==> config.mk <==
export PLATFORM = sky130hd
export DESIGN_NAME = iterative_intt
export DESIGN_NICKNAME = d
export VERILOG_FILES = /design/src/rtl/iterative_intt.sv
export SDC_FILE = /design/constraint.sdc
export NUM_CORES = 2
export LEC_CHECK = 0
export ABC_CLOCK_PERIOD_IN_PS = 76800
export CORE_MARGIN = 2
export CORE_UTILIZATION = 40
export CTS_BUF_LIST = sky130_fd_sc_hd__clkbuf_8
export CTS_CLUSTER_SIZE = 25
export DETAILED_ROUTE_END_ITERATION = 10
export PLACE_DENSITY_LB_ADDON = 0.08
export SETUP_SLACK_MARGIN = 0.2
export SLEW_MARGIN = 15
export SYNTH_ARGS = -nofsm -noshare
export SYNTH_HDL_FRONTEND = slang
export SYNTH_SLANG_ARGS = --single-unit
==> constraint.sdc <==
create_clock -name clk -period 76.8 [get_ports clk]
set_clock_uncertainty 0.05 [all_clocks]
set_input_delay 15.36 -clock clk [delete_from_list [all_inputs] [get_ports clk]]
set_output_delay 15.36 -clock clk [all_outputs]
set_load 0.05 [all_outputs]
Figure 1. Where the registers sit.
Scale bar: 100 µm.
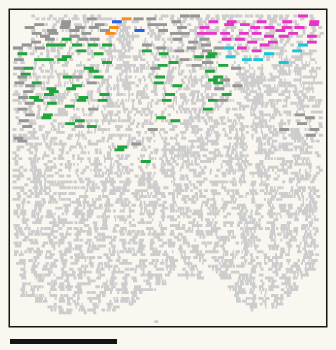
r_work: shown in green, flops 64. r_nInv: shown in cyan, flops 8, where upper right. r_bfly: shown in blue, flops 2. r_stage: shown in orange, flops 3. r_omegas: shown in magenta, flops 32, where upper right.
Another 80 sequential cells are not colored.
register area: 4733 µm²
sequential cell area share: 0.1258
final core occ: 0.4490

Figure 2. Placement density heat map.
The die is cut into 30 by 30 equal tiles; white is low, dark blue is high, 0 to 100% covered.
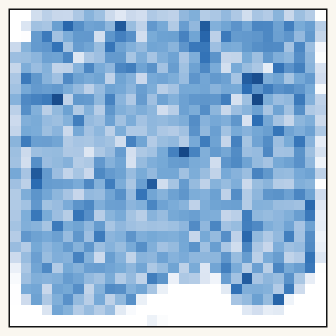
The fullest tile reaches 91%. 1.9% of the tiles are over 75% full. The mean over all tiles is 42%. 8.3% of the tiles are nearly empty.
Core Util at FP: 0.4047
total core area: 83820 µm²

Figure 3. Placement by cell class.
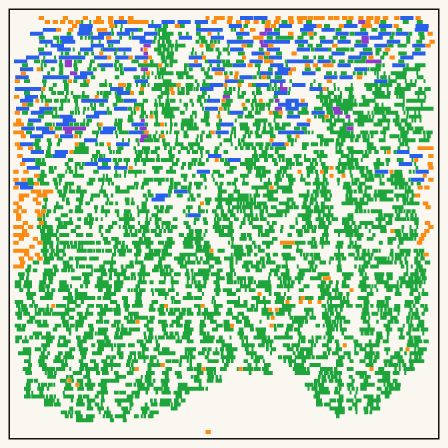
clock drivers and dummy loads: shown in purple, cells 31. remaining buffers and delay cells: shown in orange, cells 291. registers: shown in blue, cells 189. remaining logic cells: shown in green, cells 3967.
# rows: 106
Final Instance Area: 37640 µm²

==> results.yml <==
# synthesis and place-and-route metrics
floorplanning:
  fp.dieW_um: 295.2
  die_area_um2: 87150
  die_height_um: 295.2
  io_pins: 181
final_timing:
  final-max-slew-violation-count: 0
  setup_tns_ns: 0
  holdWs_ns: 0.4377
  setup_viol_count_final: 0
  relSlewSlack: 0.08789
  fin_crit_ns: 49.47
  fin_crit_sh: 0.6442
  finalHoldViolCount: 0
  rsz0062_at_grt: "no"
  tightest_slew_ns: 1.362
  fmax_ghz: 0.02021
  worst_slack_ns: 27.33
min_path:
  hold_class: "register to register"
  hold_depth: 1
route:
  num_vias: 35220
  totalWireLength_um: 143900
  drc: 0
  via_per_inst: 6.276
  ant_nets: 0
  wl_per_cell_um: 25.65
  drt_iter0_drc: 3162
  firstDrtPassIters: 6
synth:
  netlist_instances: 4375
  top_cells_by_count: "ha_1 (476), nand2_1 (378), nor2_1 (361)"
  yosys_warnings: 0
  ys_seq_elements: 189
  flop_cell: "dfrtp_1"
  yosys_area_um2: 33920
  syn_nets: 5020
  syn_area_per_cell_um2: 7.753
  synth_top_cell_by_area: "ha_1"
  synth_seq_share: 0.1394
  ys_cells: 4375
  top_cell_area_share: 0.1756
  synth_area_um2: 33920
  edf_count: 0
  synth.distinct_cells: 106
  ys_async_sr_fraction: 1.000
  ys_top_cells_by_area: "ha_1 (18%), dfrtp_1 (14%), o21ai_0 (5.1%)"
  synth_top_cell_by_count: "ha_1"
final_layout:
  fin_nets: 5111
  final_cell_count_no_fill: 5612
  drive_gt1_frac: 0.08352
  areaGrowthSynthToFinish_pct: 10.95
  antenna_cells: 0
worst_setup_path:
  crit_top_cell: "ha_1"
  end_kind: "register"
  reg2regPathDepth: 194
  required_ns: 77.21
  start_kind: "register"
  path_class: "register to register"
  max_stage_delay_ns: 0.87
  cp_slowest_cell: "mux2i_2"
  crit_fanout: 20
  regToRegSetupSlack_ns: 27.33
  crit_arrival_ns: 49.88
job:
  tool_warnings: 41
  max-cap-violations: 0
place:
  hpwl_um: 109900
  pre_cts_slack_ns: 27.96
  placed_area_um2: 37220
  gp_congestion: 1.021
  dp.cells: 5581
  io_buffers: 180
global_route:
  grt_pass1_vias: 33450
  antenna_found_initial: 4
  overflow: 0
  grt_max_degree: 88
  grt_usage: 0.3228
  grt_pass1_wl_um: 211900
clock_tree:
  cts_buffers: 17
  postCtsHoldBufs: 0
  clk_pin_slew_ns: 0.13
  cts.htree.levels: 4
  cts_sinks: 189
  cts_tree: "built"
  cts_resized: 0
  clock_tree.buffer_depth: 2
  clkLatencyLatePin_ns: 0.54
  cts_root_buf: "clkbuf_8"
  post_cts_buffers: 0
status:
  status: "finished, final reports clean"
[layout by cell type, fill, tap and decap left out, types with 22 or more instances in the layout]
cell / instances
xnor2_1: 121
xor2_1: 65
clkdlybuf4s50_1: 179
mux2_2: 118
fa_1: 54
inv_1: 173
dfrtp_1: 188
o21ai_1: 30
mux2i_1: 96
a21oi_1: 308
o22a_1: 32
nand2_1: 375
a31oi_1: 41
ha_1: 476
nand4_1: 23
a211oi_1: 43
a221oi_1: 70
nor2b_1: 57
or3_1: 25
nor3_1: 194
o31ai_1: 135
buf_4: 110
o21ai_0: 346
o22ai_1: 49
o21a_1: 174
nand2b_1: 58
nor2_1: 361
or2_2: 23
a21o_1: 125
o31a_1: 31
nand3_1: 43
o211ai_1: 50
a221o_1: 22
[layout make-up]
cell class	instances	area, µm²
fillers	8569	46180
clock inverters	11	135.1
repair buffers	291	2651
inverters	181	684.4
multi-input cells	3786	27740
flip-flops and latches	189	4733
clock buffers	20	275.3
well taps	1134	1419
[stage by stage]
stage,utilization
2_1_floorplan,-
3_3_place_gp,0.4440
3_5_place_dp,0.4441
4_1_cts,0.4490
5_1_grt,0.4490
6_report,0.4490
[routing by layer]
layer / vias to the layer above / share of wire / GRT usage
met1: 16780 / 0.41 / 0.4119
met5: - / 0.00032 / 0
met2: 1492 / 0.44 / 0.5207
li1: 16550 / - / -
met4: 8 / 0.063 / 0.1657
met3: 388 / 0.081 / 0.05819
[critical path, delay by kind of cell, from the launching register on]
kind                       cells  cell delay [ns]
and+or+nand+nor               43            11.15
xor gates and xnor gates       4             0.94
DFF                            1             0.52
buffers and inverters          9             1.20
adders and majority gates     28             9.16
AOI/OAI and AO/OA            101            22.76
muxes                          9             3.47
[cell families (layout without fill, tap and decap cells)]
logic type | Yosys count | after routing | synth area share
AND-OR/OR-AND | 1571 | 1571 | 0.3080
XOR/XNOR | 188 | 188 | 0.04876
adder cells (fa/ha/maj) | 531 | 531 | 0.2077
buffers and inverters | 400 | 503 | 0.04496
flip-flops | 189 | 189 | 0.1394
multiplexers | 229 | 229 | 0.07569
AND/OR/NAND/NOR | 1267 | 1267 | 0.1754
